Metal 3:
(1 px per µm)
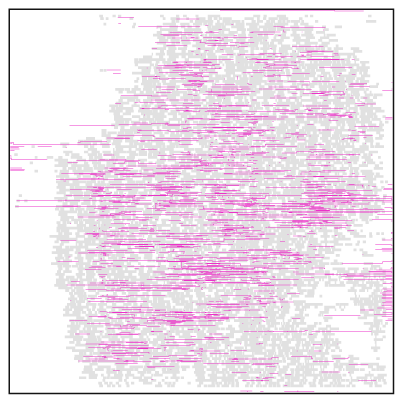
Pin placement:
(1 px per µm) Pins as bars across the die edge, other pins in grey.
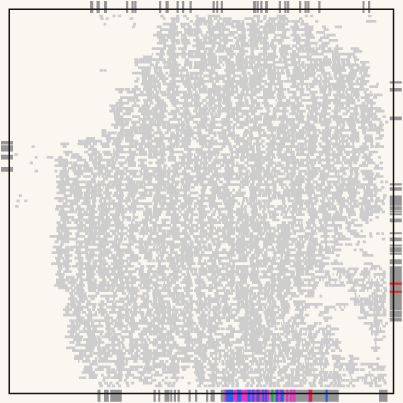
$ cat src/rtl/dlx_pkg.sv
// Shared DLX decode definitions: field widths, opcode constants, pipeline
// register bundles and the immediate-extension rule.
package dlx_pkg;

  localparam int OPC_W  = 6;
  localparam int REG_W  = 5;
  localparam int IMM_W  = 16;
  localparam int DATA_W = 32;

  localparam logic [0:OPC_W-1] OP_ANDI = 6'h0C;
  localparam logic [0:OPC_W-1] OP_ORI  = 6'h0D;
  localparam logic [0:OPC_W-1] OP_XORI = 6'h0E;
  localparam logic [0:OPC_W-1] OP_LHI  = 6'h0F;
  localparam logic [0:OPC_W-1] OP_LB   = 6'h20;
  localparam logic [0:OPC_W-1] OP_LH   = 6'h21;
  localparam logic [0:OPC_W-1] OP_LW   = 6'h23;
  localparam logic [0:OPC_W-1] OP_LBU  = 6'h24;
  localparam logic [0:OPC_W-1] OP_LHU  = 6'h25;

  typedef struct packed {
    logic                valid;
    logic [0:OPC_W-1]    opcode;
    logic [0:OPC_W-1]    func;
    logic [0:REG_W-1]    rs1;
    logic [0:REG_W-1]    rs2;
    logic [0:REG_W-1]    rd;
    logic [0:IMM_W-1]    imm;
    logic [0:DATA_W-1]   pc4;
  } ifid_t;

  typedef struct packed {
    logic                valid;
    logic [0:OPC_W-1]    opcode;
    logic [0:OPC_W-1]    func;
    logic [0:REG_W-1]    rs1;
    logic [0:REG_W-1]    rs2;
    logic [0:REG_W-1]    rd;
    logic [0:DATA_W-1]   rega;
    logic [0:DATA_W-1]   regb;
    logic [0:DATA_W-1]   imm_ext;
    logic [0:DATA_W-1]   pc4;
  } idex_t;

  // Bit 0 is the MSB, so LHI places the immediate in the upper half.
  function automatic logic [0:DATA_W-1] extend_imm(input logic [0:OPC_W-1] opc,
                                                    input logic [0:IMM_W-1] imm);
    case (opc)
      OP_ANDI, OP_ORI, OP_XORI: extend_imm = {{(DATA_W-IMM_W){1'b0}}, imm};
      OP_LHI:                   extend_imm = {imm, {(DATA_W-IMM_W){1'b0}}};
      default:                  extend_imm = {{(DATA_W-IMM_W){imm[0]}}, imm};
    endcase
  endfunction

endpackage

$ cat src/rtl/register_file.sv
// General-purpose register file: two asynchronous read ports, one synchronous
// write port, R0 reads as zero, same-cycle write-through to readers.
module register_file #(
  parameter int NUM_REGS = 32,
  parameter int DATA_W   = 32,
  localparam int AW      = $clog2(NUM_REGS)
) (
  input  logic              clk,
  input  logic              reset,
  input  logic              we_i,
  input  logic [0:AW-1]     waddr_i,
  input  logic [0:DATA_W-1] wdata_i,
  input  logic [0:AW-1]     raddr_a_i,
  output logic [0:DATA_W-1] rdata_a_o,
  input  logic [0:AW-1]     raddr_b_i,
  output logic [0:DATA_W-1] rdata_b_o
);

  logic [0:DATA_W-1] regs_q [NUM_REGS];

  always_ff @(posedge clk or negedge reset) begin
    if (!reset) begin
      for (int i = 0; i < NUM_REGS; i++) begin
        regs_q[i] <= '0;
      end
    end else if (we_i && (waddr_i != '0)) begin
      regs_q[waddr_i] <= wdata_i;
    end
  end

  // A nonzero address equal to the write address implies a legal write, so bypass.
  assign rdata_a_o = (raddr_a_i == '0)                   ? '0      :
                     (we_i && (waddr_i == raddr_a_i))    ? wdata_i :
                                                           regs_q[raddr_a_i];
  assign rdata_b_o = (raddr_b_i == '0)                   ? '0      :
                     (we_i && (waddr_i == raddr_b_i))    ? wdata_i :
                                                           regs_q[raddr_b_i];

endmodule

$ cat src/rtl/decode_stage.sv
// DLX instruction-decode stage: IF/ID latch, GPR read, immediate extension,
// load-use hazard detection and registered ID/EX bundle.
// Optional STALL_COUNTER_EN adds a 32-bit count of hazard-stall cycles.
module decode_stage
  import dlx_pkg::*;
#(
  parameter int NUM_REGS = 32
) (
  input  logic              clk,
  input  logic              reset,
  input  logic              StallIn,
  input  logic              Flush,
  input  logic [0:OPC_W-1]  OpCode,
  input  logic [0:OPC_W-1]  Function,
  input  logic [0:REG_W-1]  Rs1,
  input  logic [0:REG_W-1]  Rs2,
  input  logic [0:REG_W-1]  Rd,
  input  logic [0:IMM_W-1]  Immediate,
  input  logic [0:DATA_W-1] PCPlusFour,
  input  logic              WrEn,
  input  logic [0:REG_W-1]  WrAddr,
  input  logic [0:DATA_W-1] WrData,
  input  logic              ExMemRead,
  input  logic [0:REG_W-1]  ExRd,
  output logic              HazardStall,
  output logic [0:DATA_W-1] RegA,
  output logic [0:DATA_W-1] RegB,
  output logic [0:DATA_W-1] ImmExt,
  output logic [0:OPC_W-1]  OpCodeOut,
  output logic [0:OPC_W-1]  FunctionOut,
  output logic [0:REG_W-1]  Rs1Out,
  output logic [0:REG_W-1]  Rs2Out,
  output logic [0:REG_W-1]  RdOut,
  output logic [0:DATA_W-1] PCPlusFourOut,
  output logic              ValidOut
`ifdef STALL_COUNTER_EN
  ,
  output logic [0:DATA_W-1] StallCount
`endif
);

  ifid_t ifid_q, ifid_d;
  idex_t idex_q, idex_d, idex_dec;
  logic [0:DATA_W-1] rdata_a, rdata_b;

  register_file #(
    .NUM_REGS (NUM_REGS),
    .DATA_W   (DATA_W)
  ) u_regfile (
    .clk       (clk),
    .reset     (reset),
    .we_i      (WrEn),
    .waddr_i   (WrAddr),
    .wdata_i   (WrData),
    .raddr_a_i (ifid_q.rs1),
    .rdata_a_o (rdata_a),
    .raddr_b_i (ifid_q.rs2),
    .rdata_b_o (rdata_b)
  );

  // Rs2 is compared even for I-type; the occasional false stall is harmless.
  assign HazardStall = ifid_q.valid & ExMemRead & (ExRd != '0) &
                       ((ExRd == ifid_q.rs1) | (ExRd == ifid_q.rs2)) & ~Flush;

  always_comb begin
    idex_dec         = '0;
    idex_dec.valid   = ifid_q.valid;
    idex_dec.opcode  = ifid_q.opcode;
    idex_dec.func    = ifid_q.func;
    idex_dec.rs1     = ifid_q.rs1;
    idex_dec.rs2     = ifid_q.rs2;
    idex_dec.rd      = ifid_q.rd;
    idex_dec.rega    = rdata_a;
    idex_dec.regb    = rdata_b;
    idex_dec.imm_ext = extend_imm(ifid_q.opcode, ifid_q.imm);
    idex_dec.pc4     = ifid_q.pc4;
  end

  // Flush beats StallIn beats HazardStall; squashed payloads simply hold.
  always_comb begin
    ifid_d = ifid_q;
    idex_d = idex_q;
    if (Flush) begin
      ifid_d.valid = 1'b0;
      idex_d.valid = 1'b0;
    end else if (!StallIn) begin
      if (HazardStall) begin
        idex_d = '0;
      end else begin
        idex_d        = idex_dec;
        ifid_d.valid  = 1'b1;
        ifid_d.opcode = OpCode;
        ifid_d.func   = Function;
        ifid_d.rs1    = Rs1;
        ifid_d.rs2    = Rs2;
        ifid_d.rd     = Rd;
        ifid_d.imm    = Immediate;
        ifid_d.pc4    = PCPlusFour;
      end
    end
  end

  always_ff @(posedge clk or negedge reset) begin
    if (!reset) begin
      ifid_q <= '0;
      idex_q <= '0;
    end else begin
      ifid_q <= ifid_d;
      idex_q <= idex_d;
    end
  end

  assign ValidOut      = idex_q.valid;
  assign OpCodeOut     = idex_q.opcode;
  assign FunctionOut   = idex_q.func;
  assign Rs1Out        = idex_q.rs1;
  assign Rs2Out        = idex_q.rs2;
  assign RdOut         = idex_q.rd;
  assign RegA          = idex_q.rega;
  assign RegB          = idex_q.regb;
  assign ImmExt        = idex_q.imm_ext;
  assign PCPlusFourOut = idex_q.pc4;

`ifdef STALL_COUNTER_EN
  logic [0:DATA_W-1] stall_count_q, stall_count_d;

  // HazardStall already excludes Flush, so only StallIn needs masking.
  assign stall_count_d = (HazardStall && !StallIn) ? stall_count_q + DATA_W'(1)
                                                   : stall_count_q;

  always_ff @(posedge clk or negedge reset) begin
    if (!reset) begin
      stall_count_q <= '0;
    end else begin
      stall_count_q <= stall_count_d;
    end
  end

  assign StallCount = stall_count_q;
`endif

endmodule

$ cat config.mk
export PLATFORM = sky130hd
export DESIGN_NAME = decode_stage
export DESIGN_NICKNAME = d
export VERILOG_FILES = /design/src/rtl/dlx_pkg.sv /design/src/rtl/register_file.sv /design/src/rtl/decode_stage.sv
export SDC_FILE = /design/constraint.sdc
export NUM_CORES = 2
export LEC_CHECK = 0
export CORE_MARGIN = 4
export CORE_UTILIZATION = 45
export CTS_BUF_LIST = sky130_fd_sc_hd__clkbuf_8
export DETAILED_ROUTE_END_ITERATION = 10
export PLACE_DENSITY = 0.7
export SETUP_SLACK_MARGIN = 0.4
export SLEW_MARGIN = 20
export SYNTH_ARGS = -nofsm -noshare
export SYNTH_HDL_FRONTEND = slang
export SYNTH_SLANG_ARGS = --single-unit
$ cat constraint.sdc
create_clock -name clk -period 3 [get_ports clk]
set_input_delay 0.6 -clock clk [delete_from_list [all_inputs] [get_ports clk]]
set_output_delay 0.6 -clock clk [all_outputs]
set_load 0.03 [all_outputs]
==> changes_impl.md <==
## Flow update

- Mapped Avg Cell Area: ~14 µm²
- Post-Syn Nets: about 4,500
- Violated checks: negative setup slack
- Status: finished with violations
- Simple Share, Synth: 0.02287
- Biggest area cells: dfrtp_1, mux2_2, mux4_2
- Post-Route WL: about 220,000 µm
- Vias per cell: 6.446
- HPWL after detailed placement: ~130,000 µm
- Reg with most FFs: u_regfile.regs_q
- Critical Path Sink Type: output port
- Switching Power: ~18 mW
- CP Depth: 7
- Yosys aoi share: 0.07406
- Yosys cell count: 4,396
- Layout overhead on the synthesized area: 23.90%
- Top logic family: multiplexers
- Post-cts gate resize count: 379
- Power Density: approximately 700 mW/mm²
- DRT met1 WL: ~84,000 µm
- GRT Overall Usage: 0.2893
- CP Buf/Inv Count: 2
- Area post-placement: slightly above 0.07 mm²
- Predominant post-synthesis flop cell: dfrtp_1
- Post-route cell area: ~0.078 mm²
- Gp weighted congestion: 0.8528
- Endpoints failing setup: 1
- Grt met3 use: 0.07196
- Global-route wire length before repair: ~310,000 µm
- Die x size: 382.7 µm
- Worst setup margin: -52.29 ps
- Root Driver: clkbuf_8
- Number of remaining DRC errors: 0
- # Max-Cap Violations: 0
- CTS tree: done
- Max Slew Vio Count: 0
- Post-synth EDFFs: 0
Back to the opening pictures, 'metal 3':
- nets with wire on the layer: 611
- wire length on this layer: 21.2 mm

Back to the opening pictures, 'pin placement':
- green: HazardStall (pins 1; direction output; edge bottom)
- magenta: ImmExt (pins 32; direction output; edge bottom)
- blue: Immediate (pins 16; direction input; edge bottom)
- red: Rd (pins 5; direction input; edge 3 bottom, 2 right)

Power figures rest on the tool's default switching activity, not on a simulated workload.
